Figure 1. Close-up of the layout.
Window x 34 to 54, y 35 to 55 microns. Cells in grey, sequential cells in the stronger grey; small squares are vias.
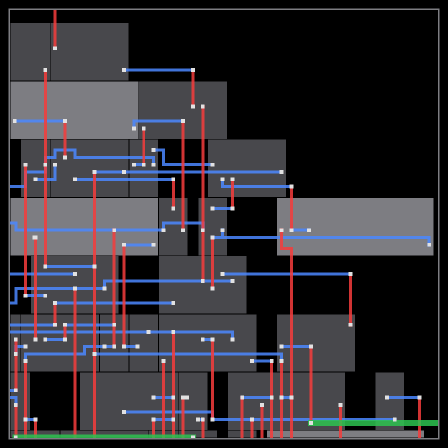
Figure 2. Clock nets.
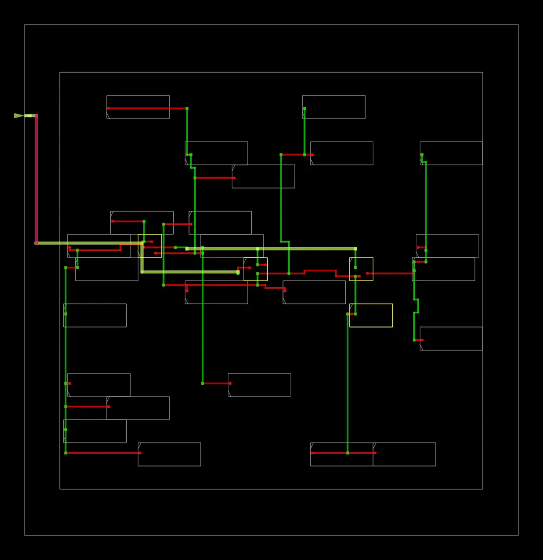
**src/rtl/ccff_loader_if.sv**
```systemverilog
// Bitstream word stream carrying configuration words into the chain loader.
// The master side supplies words and the loader (slave) accepts them with a ready/valid handshake.
interface ccff_loader_if #(
   parameter int WORD_W = 8
);
   logic [WORD_W-1:0] cfg_data;
   logic              cfg_valid;
   logic              cfg_ready;

   modport master (output cfg_data, output cfg_valid, input cfg_ready);
   modport slave  (input cfg_data, input cfg_valid, output cfg_ready);
endinterface

```
**src/rtl/ccff_loader.sv**
```systemverilog
// Configuration flip-flop chain loader: serialises bitstream words, MSB first,
// into a CHAIN_LEN-long shift chain.
// Optional feature macro CCFF_READBACK_EN adds a loopback verify pass with CRC-8 compare.
module ccff_loader #(
   parameter int CHAIN_LEN = 52,
   parameter int WORD_W    = 8
) (
   input  logic         prog_clk,
   input  logic         pReset,
   input  logic         start,
   ccff_loader_if.slave cfg,
   output logic         ccff_head,
   output logic         config_enable,
   input  logic         ccff_tail,
   output logic         busy,
   output logic         done
`ifdef CCFF_READBACK_EN
   ,
   output logic         crc_err
`endif
);

   localparam int NWORDS    = (CHAIN_LEN + WORD_W - 1) / WORD_W;
   localparam int REM       = CHAIN_LEN % WORD_W;
   localparam int LAST_BITS = (REM == 0) ? WORD_W : REM;
   localparam int CNT_W     = $clog2(CHAIN_LEN + 1);
   localparam int WCNT_W    = $clog2(NWORDS + 1);
   localparam int BCNT_W    = $clog2(WORD_W + 1);

   typedef enum logic [1:0] {
      S_IDLE   = 2'd0,
      S_SHIFT  = 2'd1,
`ifdef CCFF_READBACK_EN
      S_VERIFY = 2'd2,
`endif
      S_DONE   = 2'd3
   } state_t;

   state_t              state_q, state_d;
   logic [CNT_W-1:0]    shift_cnt_q, shift_cnt_d;
   logic [WCNT_W-1:0]   word_cnt_q, word_cnt_d;
   logic [BCNT_W-1:0]   bit_left_q, bit_left_d;
   logic [WORD_W-1:0]   buf_q, buf_d;
   logic                head_q, head_d;
   logic                en_q, en_d;
   logic                ready;

`ifdef CCFF_READBACK_EN
   logic [7:0] crc_sh_q, crc_sh_d;
   logic [7:0] crc_rb_q, crc_rb_d;
   logic       crc_err_q, crc_err_d;

   function automatic logic [7:0] crc8_step(input logic [7:0] c, input logic b);
      logic fb;
      fb = c[7] ^ b;
      return {c[6:0], 1'b0} ^ (fb ? 8'h07 : 8'h00);
   endfunction
`endif

   // Sequencer: next state, word buffer unload, handshake decode and shift counting
   always_comb begin
      state_d     = state_q;
      shift_cnt_d = shift_cnt_q;
      word_cnt_d  = word_cnt_q;
      bit_left_d  = bit_left_q;
      buf_d       = buf_q;
      head_d      = head_q;
      en_d        = 1'b0;
      ready       = 1'b0;
`ifdef CCFF_READBACK_EN
      crc_sh_d    = crc_sh_q;
      crc_rb_d    = crc_rb_q;
      crc_err_d   = crc_err_q;
`endif
      case (state_q)
         S_IDLE: begin
            if (start) begin
               state_d     = S_SHIFT;
               shift_cnt_d = '0;
               word_cnt_d  = '0;
               bit_left_d  = '0;
               buf_d       = '0;
               head_d      = 1'b0;
`ifdef CCFF_READBACK_EN
               crc_sh_d    = '0;
               crc_rb_d    = '0;
               crc_err_d   = 1'b0;
`endif
            end
         end
         S_SHIFT: begin
            ready = (bit_left_q == '0) && (word_cnt_q < WCNT_W'(NWORDS));
            if (en_q) begin
               shift_cnt_d = shift_cnt_q + 1'b1;
`ifdef CCFF_READBACK_EN
               crc_sh_d    = crc8_step(crc_sh_q, head_q);
`endif
            end
            if (en_q && (shift_cnt_q == CNT_W'(CHAIN_LEN - 1))) begin
               head_d = 1'b0;
`ifdef CCFF_READBACK_EN
               state_d     = S_VERIFY;
               shift_cnt_d = '0;
`else
               state_d     = S_DONE;
`endif
            end else if (bit_left_q != '0) begin
               head_d     = buf_q[WORD_W-1];
               buf_d      = buf_q << 1;
               bit_left_d = bit_left_q - 1'b1;
               en_d       = 1'b1;
            end else if (cfg.cfg_valid && ready) begin
               head_d     = cfg.cfg_data[WORD_W-1];
               buf_d      = cfg.cfg_data << 1;
               bit_left_d = (word_cnt_q == WCNT_W'(NWORDS - 1)) ? BCNT_W'(LAST_BITS - 1)
                                                                 : BCNT_W'(WORD_W - 1);
               word_cnt_d = word_cnt_q + 1'b1;
               en_d       = 1'b1;
            end
         end
`ifdef CCFF_READBACK_EN
         S_VERIFY: begin
            shift_cnt_d = shift_cnt_q + 1'b1;
            crc_rb_d    = crc8_step(crc_rb_q, ccff_tail);
            if (shift_cnt_q == CNT_W'(CHAIN_LEN - 1)) begin
               state_d   = S_DONE;
               crc_err_d = (crc8_step(crc_rb_q, ccff_tail) != crc_sh_q);
            end
         end
`endif
         S_DONE: begin
            state_d = S_IDLE;
         end
         default: begin
            state_d = S_IDLE;
         end
      endcase
   end

   // State and datapath registers with synchronous reset
   always_ff @(posedge prog_clk) begin
      if (pReset) begin
         state_q     <= S_IDLE;
         shift_cnt_q <= '0;
         word_cnt_q  <= '0;
         bit_left_q  <= '0;
         buf_q       <= '0;
         head_q      <= 1'b0;
         en_q        <= 1'b0;
`ifdef CCFF_READBACK_EN
         crc_sh_q    <= '0;
         crc_rb_q    <= '0;
         crc_err_q   <= 1'b0;
`endif
      end else begin
         state_q     <= state_d;
         shift_cnt_q <= shift_cnt_d;
         word_cnt_q  <= word_cnt_d;
         bit_left_q  <= bit_left_d;
         buf_q       <= buf_d;
         head_q      <= head_d;
         en_q        <= en_d;
`ifdef CCFF_READBACK_EN
         crc_sh_q    <= crc_sh_d;
         crc_rb_q    <= crc_rb_d;
         crc_err_q   <= crc_err_d;
`endif
      end
   end

   assign cfg.cfg_ready = ready;
   assign busy          = (state_q != S_IDLE);
   assign done          = (state_q == S_DONE);

`ifdef CCFF_READBACK_EN
   assign config_enable = en_q | (state_q == S_VERIFY);
   assign ccff_head     = (state_q == S_VERIFY) ? ccff_tail : head_q;
   assign crc_err       = crc_err_q;
`else
   logic unused_tail;
   assign unused_tail   = ccff_tail;
   assign config_enable = en_q;
   assign ccff_head     = head_q;
`endif

endmodule

```
**src/flat_wrapper.sv**
```systemverilog
// flat-port wrapper written by rule: the top's interface ports become plain ports
module ccff_loader_flat 
#(
   parameter int CHAIN_LEN = 52,
   parameter int WORD_W    = 8
)
  (prog_clk, pReset, start, ccff_head, config_enable, ccff_tail, busy, done, cfg_cfg_data, cfg_cfg_valid, cfg_cfg_ready);
  ccff_loader_if #(.WORD_W(WORD_W)) cfg_i ();
  input  logic prog_clk;
  input  logic pReset;
  input  logic start;
  output logic ccff_head;
  output logic config_enable;
  input  logic ccff_tail;
  output logic busy;
  output logic done;
  input wire logic [$bits(cfg_i.cfg_data)-1:0] cfg_cfg_data;
  input wire logic [$bits(cfg_i.cfg_valid)-1:0] cfg_cfg_valid;
  output wire logic [$bits(cfg_i.cfg_ready)-1:0] cfg_cfg_ready;
  assign cfg_i.cfg_data = cfg_cfg_data;
  assign cfg_i.cfg_valid = cfg_cfg_valid;
  assign cfg_cfg_ready = cfg_i.cfg_ready;
  ccff_loader #(.CHAIN_LEN(CHAIN_LEN), .WORD_W(WORD_W)) u_core (.prog_clk(prog_clk), .pReset(pReset), .start(start), .cfg(cfg_i), .ccff_head(ccff_head), .config_enable(config_enable), .ccff_tail(ccff_tail), .busy(busy), .done(done));
endmodule
```
**config.mk**
```make
export PLATFORM = sky130hd
export DESIGN_NAME = ccff_loader_flat
export DESIGN_NICKNAME = d
export VERILOG_FILES = /design/src/rtl/ccff_loader_if.sv /design/src/rtl/ccff_loader.sv /design/src/flat_wrapper.sv
export SDC_FILE = /design/constraint.sdc
export NUM_CORES = 1
export LEC_CHECK = 0
export CORE_AREA = 4 4 54 56
export DETAILED_ROUTE_END_ITERATION = 8
export DIE_AREA = 0 0 58 60
export GPL_TIMING_DRIVEN = 1
export PLACE_DENSITY_LB_ADDON = 0.12
export SYNTH_ARGS = -nofsm -noshare
export SYNTH_HDL_FRONTEND = slang
export SYNTH_SLANG_ARGS = --single-unit
```
**constraint.sdc**
```tcl
create_clock -name prog_clk -period 3.35 [get_ports prog_clk]
set_input_delay 0.8375 -clock prog_clk [delete_from_list [all_inputs] [get_ports prog_clk]]
set_output_delay 0.8375 -clock prog_clk [all_outputs]
set_load 0.05 [all_outputs]
```
==> Slide: Implementation Results <==
Run Summary

Route
  • Highest Signal Layer: met4
  • Number of vias per cell: 5.75
  • Met3 WL: 128 microns
  • Iteration-0 DRC count of the detailed router: 35
  • Final ANT Viol Nets: 0

Final layout
  • Comb/total area: 0.511
  • Flop share of the area: 0.307
  • #MultiIn Comb: 113
  • Largest regs: u_core.buf_q x7, u_core.shift_cnt_q x6, u_core.bit_left_q x4
  • Non-Filler Instances: 197
  • Logic area: 800 sq um
  • Non-clk buf share: 0.114
  • Ant. Diodes: 0

Power
  • Switching part of the total: 0.293
  • Max power group: registers
  • Comb power: 0.152 mW

Yosys
  • Synth Area in XOR/XNOR: 0.0259
  • Mux frac, synth: 0.152
  • Synthesized Nets: 170
  • Post-synthesis cell count: 152
  • Post-synth area from yosys stat: 0.00135 sq mm
  • Top_reg_cell synth: dfxtp_1

Timing
  • Slew @ Worst Pin: 0.738 ns
  • Setup TNS: 0 ns
  • Minimum clock period: 2.97 ns

Worst setup path
  • Flop2flop setup slack: 1.28 ns
  • Cells along the critical path: inv_2, nor2_1, clkdlybuf4s50_1
  • Buf/Inv on CP: 2
  • CP Capture Type: primary output
  • RR Startpoint: u_core.bit_left_q[0]$_SDFFE_PP0P_
  • Largest delay share family, worst path: buffers and inverters

Die
  • Tap cells: 30
  • Ports: 18

Global route
  • First-pass GRT wire length: 4800 microns
  • GRT met3 Usage: 0.0454

Clock network
  • H-tree depth: 1
  • TritonCTS clock tree: yes

Run status
  • Status: finished, final reports clean
-- Figure 1 (at the start) --
- met2: red
- met1: blue
- met3: green
- most frequent: nand2_1 (5)
- cells with their middle in the window: 23
- netlist names of flops here include: u_core.buf_q (2), u_core.bit_left_q (1)
- sequential cells in the window: 3

-- Figure 2 (at the start) --
Worst Skew: 0.0116 ns
P_clk: 0.157 mW
CTS Sinks: 24

No activity file was given, so power comes from the tool's default toggle rates.
